File: src/rtl/rv32i_types.sv
// Shared RV32 type package: mult/div funct3 encodings, the div/rem issue
// controller state enum and request struct, plus small funct3 decode helpers.
package rv32i_types;

  localparam logic [2:0] mult_div_f3_mul    = 3'b000;
  localparam logic [2:0] mult_div_f3_mulh   = 3'b001;
  localparam logic [2:0] mult_div_f3_mulhsu = 3'b010;
  localparam logic [2:0] mult_div_f3_mulhu  = 3'b011;
  localparam logic [2:0] mult_div_f3_div    = 3'b100;
  localparam logic [2:0] mult_div_f3_divu   = 3'b101;
  localparam logic [2:0] mult_div_f3_rem    = 3'b110;
  localparam logic [2:0] mult_div_f3_remu   = 3'b111;

  // Tag fields in the request struct are sized for the widest configuration;
  // each instance uses only the low PHYS_REG_BITS / ROB_IDX_BITS bits.
  localparam int DIV_TAG_MAX_BITS = 8;

  typedef enum logic [2:0] {
    IDLE  = 3'd0,
    START = 3'd1,
    BUSY  = 3'd2,
    DONE  = 3'd3,
    DRAIN = 3'd4
  } div_ctrl_state_t;

  typedef struct packed {
    logic [2:0]                  funct3;
    logic [31:0]                 rs1_v;
    logic [31:0]                 rs2_v;
    logic [DIV_TAG_MAX_BITS-1:0] pd;
    logic [DIV_TAG_MAX_BITS-1:0] rob_idx;
  } div_req_t;

  // A mul-class funct3 should never reach the divider; treat it as divu so
  // the sequencer still terminates.
  function automatic logic [2:0] div_f3_normalize(input logic [2:0] f3);
    case (f3)
      mult_div_f3_mul, mult_div_f3_mulh,
      mult_div_f3_mulhsu, mult_div_f3_mulhu: return mult_div_f3_divu;
      default:                               return f3;
    endcase
  endfunction

  function automatic logic div_f3_is_signed(input logic [2:0] f3);
    return (f3 == mult_div_f3_div) || (f3 == mult_div_f3_rem);
  endfunction

  function automatic logic div_f3_is_rem(input logic [2:0] f3);
    return (f3 == mult_div_f3_rem) || (f3 == mult_div_f3_remu);
  endfunction

endpackage

File: src/rtl/div_special_case.sv
// RISC-V division special cases: divide-by-zero and signed overflow
// (most-negative / -1). Purely combinational; the result overrides the
// divider output whenever is_special_o is set.
module div_special_case
  import rv32i_types::*;
(
  input  logic [31:0] rs1_i,
  input  logic [31:0] rs2_i,
  input  logic [2:0]  funct3_i,
  output logic        is_special_o,
  output logic [31:0] special_val_o
);

  logic [2:0] f3;
  logic       div_by_zero;
  logic       overflow;
  logic       is_rem;

  // Detect the two architecturally defined corner cases and form their result.
  always_comb begin
    f3            = div_f3_normalize(funct3_i);
    is_rem        = div_f3_is_rem(f3);
    div_by_zero   = (rs2_i == 32'h0000_0000);
    overflow      = div_f3_is_signed(f3) && (rs1_i == 32'h8000_0000) &&
                    (rs2_i == 32'hFFFF_FFFF);
    is_special_o  = div_by_zero | overflow;
    special_val_o = 32'h0000_0000;
    if (div_by_zero) begin
      special_val_o = is_rem ? rs1_i : 32'hFFFF_FFFF;
    end else if (overflow) begin
      special_val_o = is_rem ? 32'h0000_0000 : 32'h8000_0000;
    end
  end

endmodule

File: src/rtl/div_rem_issue_ctrl.sv
// Sequencing stage in front of the sequential div/rem unit. Accepts one op
// from the mult/div reservation station, starts the divider, times completion
// with a cycle counter, applies RISC-V special-case results and holds the
// result for the CDB until accepted. A branch flush kills the op in flight.
//
// Build option: define DIV_FAST_PATH_EN to send divide-by-zero and signed
// overflow straight from START to DONE without starting the divider.
//
// Handshakes: a transfer happens on a rising clk edge where both valid and
// ready are high (iss_valid/iss_ready in, cdb_valid/cdb_ready out); once
// cdb_valid is raised, tags and value stay constant until that edge.
module div_rem_issue_ctrl
  import rv32i_types::*;
#(
  parameter int PHYS_REG_BITS = 6,
  parameter int ROB_IDX_BITS  = 5,
  parameter int DIV_CYCLES    = 3
)
(
  input  logic                     clk,
  input  logic                     rst,
  input  logic                     flush,
  input  logic                     iss_valid,
  output logic                     iss_ready,
  input  logic [2:0]               iss_funct3,
  input  logic [31:0]              iss_rs1_v,
  input  logic [31:0]              iss_rs2_v,
  input  logic [PHYS_REG_BITS-1:0] iss_pd,
  input  logic [ROB_IDX_BITS-1:0]  iss_rob_idx,
  output logic                     div_start,
  output logic [32:0]              div_a,
  output logic [32:0]              div_b,
  input  logic                     div_complete,
  input  logic [32:0]              div_quotient,
  input  logic [32:0]              div_remainder,
  output logic                     cdb_valid,
  input  logic                     cdb_ready,
  output logic [PHYS_REG_BITS-1:0] cdb_pd,
  output logic [ROB_IDX_BITS-1:0]  cdb_rob_idx,
  output logic [31:0]              cdb_rd_v,
  output div_ctrl_state_t          dbg_state
);

  localparam int CNT_BITS = (DIV_CYCLES < 2) ? 1 : $clog2(DIV_CYCLES);
  localparam logic [CNT_BITS-1:0] CNT_LAST = CNT_BITS'(DIV_CYCLES - 1);

`ifdef DIV_FAST_PATH_EN
  localparam bit FAST_PATH = 1'b1;
`else
  localparam bit FAST_PATH = 1'b0;
`endif

  div_ctrl_state_t           state_q;
  logic [CNT_BITS-1:0]       cnt_q;
  div_req_t                  req_q;
  logic                      fast_q;
  logic                      div_start_q;
  logic [32:0]               div_a_q;
  logic [32:0]               div_b_q;
  logic                      cdb_valid_q;
  logic [PHYS_REG_BITS-1:0]  cdb_pd_q;
  logic [ROB_IDX_BITS-1:0]   cdb_rob_idx_q;
  logic [31:0]               cdb_rd_v_q;

  div_req_t                  req_d;
  logic [32:0]               div_a_d;
  logic [32:0]               div_b_d;
  logic                      fast_d;
  logic [31:0]               result_d;
  logic [CNT_BITS-1:0]       cnt_d;
  logic                      cnt_last;

  logic [31:0]               sc_rs1;
  logic [31:0]               sc_rs2;
  logic [2:0]                sc_funct3;
  logic                      sc_is_special;
  logic [31:0]               sc_val;

  // In IDLE the special-case check looks at the incoming op (fast-path
  // decision at issue); afterwards it looks at the latched op.
  always_comb begin
    if (state_q == IDLE) begin
      sc_rs1    = iss_rs1_v;
      sc_rs2    = iss_rs2_v;
      sc_funct3 = div_f3_normalize(iss_funct3);
    end else begin
      sc_rs1    = req_q.rs1_v;
      sc_rs2    = req_q.rs2_v;
      sc_funct3 = req_q.funct3;
    end
  end

  div_special_case u_special (
    .rs1_i         (sc_rs1),
    .rs2_i         (sc_rs2),
    .funct3_i      (sc_funct3),
    .is_special_o  (sc_is_special),
    .special_val_o (sc_val)
  );

  // Next-request formation, operand extension, result selection and the
  // saturating cycle counter.
  always_comb begin
    req_d.funct3  = div_f3_normalize(iss_funct3);
    req_d.rs1_v   = iss_rs1_v;
    req_d.rs2_v   = iss_rs2_v;
    req_d.pd      = DIV_TAG_MAX_BITS'(iss_pd);
    req_d.rob_idx = DIV_TAG_MAX_BITS'(iss_rob_idx);
    if (div_f3_is_signed(req_d.funct3)) begin
      div_a_d = {iss_rs1_v[31], iss_rs1_v};
      div_b_d = {iss_rs2_v[31], iss_rs2_v};
    end else begin
      div_a_d = {1'b0, iss_rs1_v};
      div_b_d = {1'b0, iss_rs2_v};
    end
    fast_d = FAST_PATH && sc_is_special;
    if (sc_is_special) begin
      result_d = sc_val;
    end else if (div_f3_is_rem(req_q.funct3)) begin
      result_d = div_remainder[31:0];
    end else begin
      result_d = div_quotient[31:0];
    end
    cnt_last = (cnt_q == CNT_LAST);
    cnt_d    = cnt_last ? cnt_q : cnt_q + CNT_BITS'(1);
  end

  // Issue/complete sequencer; all outputs except iss_ready are registered here.
  always_ff @(posedge clk) begin
    if (rst) begin
      state_q       <= IDLE;
      cnt_q         <= '0;
      req_q         <= '0;
      fast_q        <= 1'b0;
      div_start_q   <= 1'b0;
      div_a_q       <= '0;
      div_b_q       <= '0;
      cdb_valid_q   <= 1'b0;
      cdb_pd_q      <= '0;
      cdb_rob_idx_q <= '0;
      cdb_rd_v_q    <= '0;
    end else begin
      div_start_q <= 1'b0;
      case (state_q)
        IDLE: begin
          // A flush in the issue cycle drops the presented op.
          if (iss_valid && !flush) begin
            req_q       <= req_d;
            div_a_q     <= div_a_d;
            div_b_q     <= div_b_d;
            fast_q      <= fast_d;
            div_start_q <= !fast_d;
            state_q     <= START;
          end
        end
        START: begin
          cnt_q <= '0;
          if (flush) begin
            state_q <= DRAIN;
          end else if (fast_q) begin
            cdb_valid_q   <= 1'b1;
            cdb_pd_q      <= req_q.pd[PHYS_REG_BITS-1:0];
            cdb_rob_idx_q <= req_q.rob_idx[ROB_IDX_BITS-1:0];
            cdb_rd_v_q    <= result_d;
            state_q       <= DONE;
          end else begin
            state_q <= BUSY;
          end
        end
        BUSY: begin
          if (flush) begin
            cnt_q   <= cnt_d;
            state_q <= DRAIN;
          end else if (cnt_last && div_complete) begin
            cdb_valid_q   <= 1'b1;
            cdb_pd_q      <= req_q.pd[PHYS_REG_BITS-1:0];
            cdb_rob_idx_q <= req_q.rob_idx[ROB_IDX_BITS-1:0];
            cdb_rd_v_q    <= result_d;
            state_q       <= DONE;
          end else begin
            cnt_q <= cnt_d;
          end
        end
        DRAIN: begin
          // Let the killed divide finish so the next op sees a clean divider.
          if (cnt_last && div_complete) begin
            state_q <= IDLE;
          end else begin
            cnt_q <= cnt_d;
          end
        end
        DONE: begin
          if (flush || cdb_ready) begin
            cdb_valid_q <= 1'b0;
            state_q     <= IDLE;
          end
        end
        default: begin
          state_q <= IDLE;
        end
      endcase
    end
  end

  logic unused_bits;
  assign unused_bits = ^{div_quotient[32], div_remainder[32], req_q.pd, req_q.rob_idx};

  assign iss_ready   = (state_q == IDLE) && !rst;
  assign div_start   = div_start_q;
  assign div_a       = div_a_q;
  assign div_b       = div_b_q;
  assign cdb_valid   = cdb_valid_q;
  assign cdb_pd      = cdb_pd_q;
  assign cdb_rob_idx = cdb_rob_idx_q;
  assign cdb_rd_v    = cdb_rd_v_q;
  assign dbg_state   = state_q;

endmodule

File: config.mk
export PLATFORM = sky130hd
export DESIGN_NAME = div_rem_issue_ctrl
export DESIGN_NICKNAME = d
export VERILOG_FILES = /design/src/rtl/rv32i_types.sv /design/src/rtl/div_special_case.sv /design/src/rtl/div_rem_issue_ctrl.sv
export SDC_FILE = /design/constraint.sdc
export NUM_CORES = 1
export LEC_CHECK = 0
export CORE_MARGIN = 8
export CORE_UTILIZATION = 40
export DETAILED_ROUTE_END_ITERATION = 6
export HOLD_SLACK_MARGIN = 0.05
export MAX_ROUTING_LAYER = met4
export PLACE_DENSITY = 0.85
export SYNTH_ARGS = -nofsm -noshare
export SYNTH_HDL_FRONTEND = slang
export SYNTH_SLANG_ARGS = --single-unit
File: constraint.sdc
create_clock -name clk -period 2.15 [get_ports clk]
set_input_delay 0.215 -clock clk [delete_from_list [all_inputs] [get_ports clk]]
set_output_delay 0.215 -clock clk [all_outputs]
set_load 0.02 [all_outputs]
==> results.json, run 1 <==
{
  "p_int_mw": 5.36,
  "tritoncts.num_buffers": 17,
  "rr_startpoint": "req_q[64]",
  "crit_path_max_incr_delay_ps": 450,
  "netlist-cell-type-count": 49,
  "final-max-slew-violation-count": 0,
  "util_after_layout_pct": 64.2,
  "worst_slew_pin_tran_ps": 590,
  "worst-path-stages": 6,
  "number_of_warnings_the_tools_reported": 29,
  "area_share_of_and_or_nand_nor_cells_after_synthesis_pct": 26.6,
  "power.combinational.total_mw": 1.19,
  "synthesis.nets": 1029,
  "rows": 47,
  "worstSetupPathType": "reg2reg",
  "num_io_pins": 265,
  "grt_pass1_vias": 7414,
  "drt_iter0_markers": 632,
  "power.group.top": "clock",
  "p_per_area_nw_per_um2": 667,
  "max_cap_viol_count": 0,
  "worst_hold_startpoint": "rst",
  "synth.top_cell.area_share_pct": 38.7,
  "fraction_of_power_spent_switching_nets_pct": 24.2,
  "min_delay_path_depth": 3,
  "reg2regPathDepth": 6,
  "finalWirelength_mm": 25.9,
  "nets": 1276,
  "share_clk_of_total_power_pct": 47.0,
  "leakage_nw": 3.91,
  "dp_hpwl_mm": 19.2,
  "clock_net_power_mw": 3.33,
  "total_cells_reported_by_yosys_after_synthesis": 877,
  "total_power_mw": 7.08,
  "yosys.area.top_type": "sky130_fd_sc_hd__dfxtp_1",
  "synthAoiAreaFrac_pct": 17.3,
  "number_of_flops_mapped_to_enable_cells_by_yosys": 0,
  "clock-root-buffer": "sky130_fd_sc_hd__clkbuf_16",
  "worst_r2r_endpoint": "cdb_rd_v[31]",
  "power_frac_comb_pct": 16.8,
  "flop_pwr_share_pct": 36.2,
  "tritoncts_num_sinks": 130,
  "critical_path_buf_inv_count": 0,
  "buffer_ports.inserted": 262,
  "mappedNetlistArea_um2": 6720,
  "status": "completed",
  "clock.fmax_mhz": 483,
  "clock_tree.buffer_depth": 2,
  "synthesis.yosys.warnings": 0,
  "cts_tree": "done",
  "globalplace.congestion": 0.886,
  "via_count": 7406,
  "worst_setup_hold_path_clk_slew_ps": 60,
  "period_minus_slack_ps": 2070,
  "final_layout_top_logic_cells": "260 x sky130_fd_sc_hd__clkdlybuf4s50_1, 244 x sky130_fd_sc_hd__nand2_1, 126 x sky130_fd_sc_hd__dfxtp_1",
  "post_synth_inst_count": 877,
  "timing.critical_path.max_delay_family": "simple AND/OR/NAND/NOR gates",
  "seq_area_frac_synth_pct": 38.7,
  "final_global_route_overflow_total": 0,
  "synth-area-yosys_um2": 6720,
  "detailed_routing_iteration_count_for_the_pre_antenna_repair_pass": 5,
  "sequentialPower_mw": 2.56,
  "antenna_violating_nets_post_route": 0
}
[run 1: layer usage]
metal / up-vias / routed length (µm) / global-route usage, %
met5: - / 0 / -
met4: 0 / 717 / 9.42
met3: 53 / 2400 / 8.40
met2: 324 / 12600 / 40.0
met1: 3514 / 10200 / 26.8
li1: 3515 / - / -
[run 1: metrics by stage]
step	TNS (ps)	setup WS, ps	hold slack, ps
after detailed placement	-11850	-465	447
after global routing	-11.4	-11.4	331
after CTS	0	1.96	299
after floorplan	0	146	351
after global placement	-9620	-367	436
final	0	78.4	308
[run 1: cells by family (layout without fill, tap and decap cells)]
logic type / after synthesis / count (layout)
buf+inv: 135 / 395
compound gates: 174 / 174
xor+xnor: 1 / 1
flops: 130 / 130
other cells: 0 / 1
simple gates: 402 / 402
mux: 33 / 33
fa+ha+maj: 2 / 2
[run 1: area by class of cell]
| cell class | instances | area, µm² | area share, % |
|---|---|---|---|
| repair buffers | 361 | 3530 | 33.3 |
| multi-input cells | 612 | 3500 | 33.0 |
| flip-flops and latches | 130 | 2610 | 24.6 |
| clock buffers | 24 | 512 | 4.82 |
| well taps | 220 | 275 | 2.59 |
| clock inverters | 8 | 170 | 1.60 |
| inverters | 2 | 7.51 | 0.0708 |
| diodes | 1 | 2.50 | 0.0236 |
[run 1: repair_timing]
action,4_1_cts,5_1_grt
gates resized,11,16
hold buffers,0,0
pin swaps,4,7
setup endpoints to repair,33,32
setup buffers,1,1
[run 1: worst min-delay path: cells and delay by family]
kind,cells,cell delay [ps]
buffers and inverters,2,330
AOI/OAI and AO/OA,1,130
[run 1: registers in the layout, indices dropped and copies added, names as in the netlist]
name and flops:
cdb_pd 6, req_q 76, div_start 1, div_a 2, dbg_state 3, cdb_rd_v 32
cdb_rob_idx 5, cnt_q 2, cdb_valid 1, div_b 2
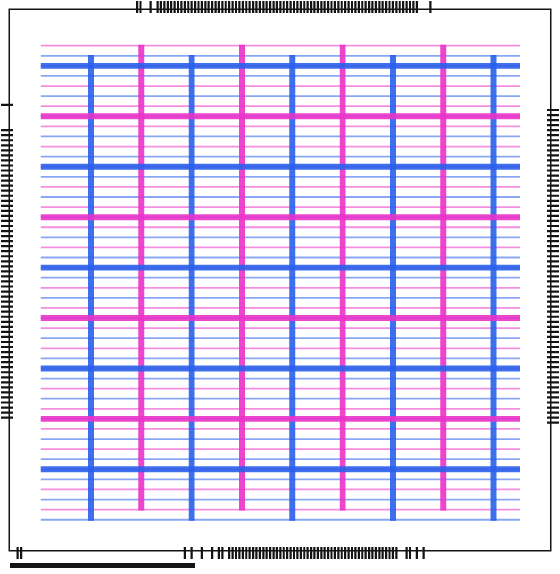
Run 1: power grid
Bar = 50 µm. Pins as bars on the die edge.
magenta -> VDD
blue -> VSS
signal pins = 265
met4 straps = 9
Die Span X: 146 µm
y dimension of the die: 146 µm

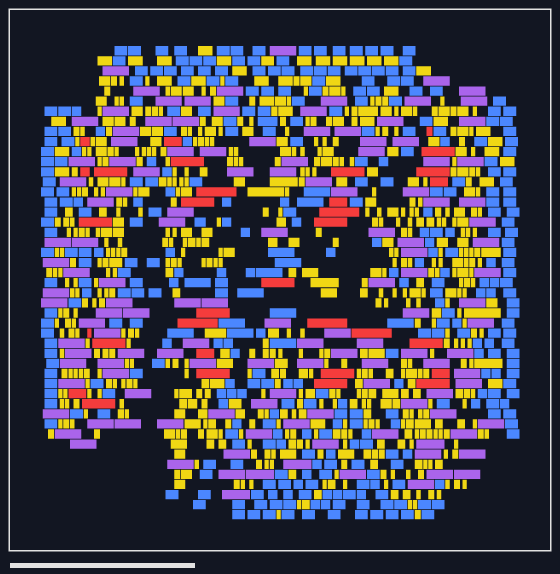
Run 1: cells colored by class
Bar = 50 µm.
red -> clock drivers and dummy loads  # cells 32
blue -> remaining buffers and delay cells  # cells 361
purple -> registers  # cells 130
yellow -> remaining logic cells  # cells 614

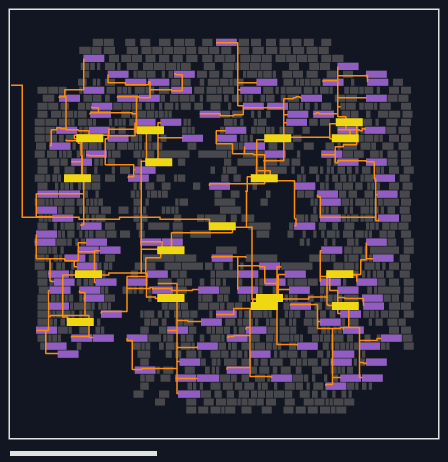
Run 1: clock distribution
Bar = 50 µm.
yellow -> clock-net drivers  # count 17
orange -> clock wires  # length 1780 µm
purple -> flip-flops  # count 130
routed clock nets = 18

==> inputs of run 2 (changes only) <==
- PLACE_DENSITY: 0.85 -> 0.83
- SYNTH_HIERARCHICAL: default -> 1
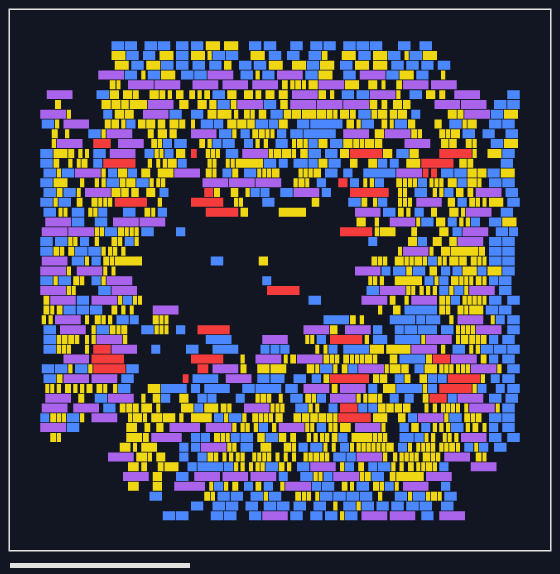
Run 2: cells colored by class
Bar = 50 µm.
purple -> registers  # cells 130
yellow -> remaining logic cells  # cells 739
red -> clock drivers and dummy loads  # cells 31
blue -> remaining buffers and delay cells  # cells 420

==> run 2 against run 1 <==
Register-to-register slack got worse by 1100 ps. Synthesized area rose by 6.8%. Combinational power rose by 29%. The flow now finishes with violations (negative setup slack). Final cell count is 14% higher. Worst setup slack got worse by 1100 ps. Cell area grew 8.5%. Clock skew decreased by 1.5 ps. Non-clock buffer count is 59 higher. Maximum frequency is 36% lower. Wire length increased by 7.7%. Synthesized cell count grew 15%.
==> results.json, run 2 <==
{
  "final_global_route_overflow_total": 0,
  "worst_setup_hold_path_clk_slew_ps": 60,
  "hold_buffers": 0,
  "status": "finished with violations",
  "crit_path_start_kind": "flip-flop",
  "tritoncts.num_buffers": 17,
  "flop_pwr_share_pct": 36.2,
  "synth.cells.most_frequent": "406 x sky130_fd_sc_hd__nand2_1, 130 x sky130_fd_sc_hd__dfxtp_1, 123 x sky130_fd_sc_hd__a21oi_1, 68 x sky130_fd_sc_hd__buf_4, 37 x sky130_fd_sc_hd__clkbuf_1",
  "critical_path_buf_inv_count": 4,
  "largest_register_ff_count": 76,
  "avgSynthCellArea_um2": 7.12,
  "synth_top_flop_cell": "sky130_fd_sc_hd__dfxtp_1",
  "fin_worst_hold_slack_ps": 76.9,
  "violations": "negative setup slack",
  "final.setup_skew_ps": 12.3,
  "worst_path_max_delay_cell": "sky130_fd_sc_hd__or4_4",
  "grt_setup_unrepaired": "true",
  "rr_startpoint": "dbg_state[0]",
  "leakage_nw": 4.49,
  "reg2regPathDepth": 14,
  "antenna_violating_nets_post_route": 0,
  "switching_power_mw": 1.87,
  "route.detailed.drc": 0,
  "synth.top_cell.area_share_pct": 36.2,
  "rows": 49,
  "route.detailed.wl_per_inst_um": 18.0,
  "dpl.cell_count": 1498,
  "via_count_normalized_by_instance_count": 5.26,
  "total_power_mw": 7.00,
  "min_delay_path_depth": 2,
  "number_of_warnings_the_tools_reported": 32,
  "grt_pass1_vias": 7719,
  "clock_tree.buffer_depth": 2,
  "power.group.top": "clock",
  "synth-area-yosys_um2": 7180,
  "num_io_pins": 265,
  "cp_data_required_time_ps": 2410,
  "final_common_cell": "sky130_fd_sc_hd__nand2_1",
  "synthesis.nets": 1160,
  "final-instance-count-excl-fill": 1550,
  "p_int_mw": 5.13,
  "setup_tns_ps": -32570,
  "buffer_ports.inserted": 262,
  "worst_hold_startpoint": "rst",
  "ys_seq_elements": 130,
  "worst_r2r_endpoint": "cdb_rd_v[0]",
  "detailed_routing_iteration_count_for_the_pre_antenna_repair_pass": 6,
  "grt_first_pass_wirelength_mm": 40.4,
  "coreArea_um2": 17800,
  "worst-path-stages": 14,
  "util_after_layout_pct": 64.7,
  "setup_viol": 32,
  "max_rail_drop_vdd_mv": 0.585,
  "worst_slew_margin_rel_pct": 48.6,
  "die.size.y_um": 150,
  "critical_path_at_ps": 3480,
  "drt_iter0_markers": 460,
  "core_util_floorplan_pct": 40.4,
  "fraction_of_power_spent_switching_nets_pct": 26.8,
  "worstHoldPathType": "in2reg",
  "clock_net_power_mw": 2.94,
  "synthesis.yosys.warnings": 6,
  "synth.most_common_cell": "sky130_fd_sc_hd__nand2_1",
  "final_instance_area_um2": 11500,
  "path_max_fanout": 12,
  "max_cap_viol_count": 0,
  "crit_chain": "or3_4 > buf_12 > nand2_1 > nand2_1 > nor4_2 > buf_4 > nand3_1 > or4_4 > o21bai_4 > buf_12 > clkbuf_16 > nand2b_1 > o211ai_1 > a21oi_1",
  "tritoncts_num_sinks": 130,
  "yosys.area.top_type": "sky130_fd_sc_hd__dfxtp_1",
  "placement.cell_area_um2": 10400,
  "cell_types_with_the_largest_area_share_after_synthesis": "sky130_fd_sc_hd__dfxtp_1 36%, sky130_fd_sc_hd__nand2_1 21%, sky130_fd_sc_hd__a21oi_1 8.6%, sky130_fd_sc_hd__buf_4 7.1%, sky130_fd_sc_hd__mux2_2 5.0%",
  "sequentialPower_mw": 2.54,
  "dp_hpwl_mm": 18.7,
  "antenna_found_initial": 1,
  "final-max-slew-violation-count": 0,
  "die-area_um2": 22500,
  "period_minus_slack_ps": 3210,
  "power.combinational.total_mw": 1.53,
  "logic_area_um2": 3930,
  "die_width_um": 150,
  "netlist-cell-type-count": 42,
  "drive_above_1_share_pct": 19.9,
  "finalHoldViolations": 0,
  "hold-path-endpoint": "cdb_rob_idx[4]",
  "flop_area_um2": 2610,
  "registers.top_by_ff_count": "req_q",
  "clock-root-buffer": "sky130_fd_sc_hd__clkbuf_16",
  "crit_path_max_incr_delay_ps": 480,
  "fill_cells": 1433,
  "setup_ws_ps": -1060,
  "seq_area_frac_synth_pct": 36.2,
  "grt_start_max_net_pins": 71,
  "post_synth_inst_count": 1008,
  "clk_latency_ps": 410,
  "globalplace.congestion": 0.866,
  "clock.fmax_mhz": 311,
  "worst_slew_pin_tran_ps": 771,
  "p_per_area_nw_per_um2": 608,
  "timing.reg2reg.setup_slack_ps": -1060,
  "final_layout_top_logic_cells": "389 x sky130_fd_sc_hd__nand2_1, 260 x sky130_fd_sc_hd__clkdlybuf4s50_1, 136 x sky130_fd_sc_hd__buf_4",
  "share_clk_of_total_power_pct": 42.0,
  "mappedNetlistArea_um2": 7180,
  "via_count": 8149,
  "gr-usage-all-layers_pct": 23.4,
  "total_cells_reported_by_yosys_after_synthesis": 1008,
  "worstSetupPathType": "reg2reg",
  "nets": 1460,
  "finalWirelength_mm": 27.9,
  "timing.critical_path.max_delay_family": "simple AND/OR/NAND/NOR gates",
  "cts_max_level": 4,
  "cts_tree": "done",
  "number_of_flops_mapped_to_enable_cells_by_yosys": 0,
  "flow.area_growth_from_synthesis_pct": 60.3,
  "period_utilization_post_route_pct": 150,
  "pre_cts_setup_slack_ps": -1380,
  "endpoint_type_of_the_worst_setup_path": "flip-flop",
  "ys_async_sr_fraction_pct": 0,
  "power_frac_comb_pct": 21.8
}
==> run 2: per-layer routing <==
layer	wire length (µm)	GRT usage [%]	share of wire, %	vias to the layer above
li1	-	-	-	3884
met1	10800	25.8	39	3839
met2	13900	39.3	50	361
met3	2450	7.68	8.8	65
met4	791	7.10	2.8	0
met5	0	-	0	-
==> run 2: timing repair <==
item	4_1_cts	5_1_grt
gates resized	16	36
endpoints found under the setup margin	33	33
buffers inserted	2	12
cloned	2	5
pin swaps	4	15
==> run 2: how the worst max path moves through the flow <==
| stage | from | slack (ps) | end |
|---|---|---|---|
| after floorplan | dbg_state[1] | -830 | cdb_rd_v[0] |
| final | dbg_state[0] | -1060 | cdb_rd_v[0] |
| after detailed placement | dbg_state[0] | -1380 | cdb_rd_v[30] |
| after global routing | dbg_state[0] | -1180 | cdb_rd_v[0] |
| after global placement | dbg_state[0] | -1370 | cdb_rd_v[6] |
| after CTS | dbg_state[2] | -1030 | cdb_rd_v[31] |
==> run 2: area by class of cell <==
| cell class | count | area share (%) |
|---|---|---|
| Tap cell | 229 | 2.49 |
| Multi-Input combinational cell | 737 | 34.2 |
| Antenna cell | 1 | 0.0217 |
| Inverter | 2 | 0.0652 |
| Sequential cell | 130 | 22.7 |
| Timing Repair Buffer | 420 | 35.3 |
| Clock buffer | 22 | 4.29 |
| Clock inverter | 9 | 0.902 |
==> run 2: cell families (layout without fill, tap and decap cells) <==
group                      count (synthesis)  in the layout  synth area share (%)
muxes                                     32             32                  5.02
xor gates and xnor gates                   1              1                 0.122
buffers and inverters                    142            453                  11.8
and+or+nand+nor                          500            501                  29.8
adders and majority gates                  2              2                 0.348
AOI/OAI and AO/OA                        201            201                  16.7
other                                      0              1                     0
DFF                                      130            130                  36.2
Power figures rest on the tool's default switching activity, not on a simulated workload.
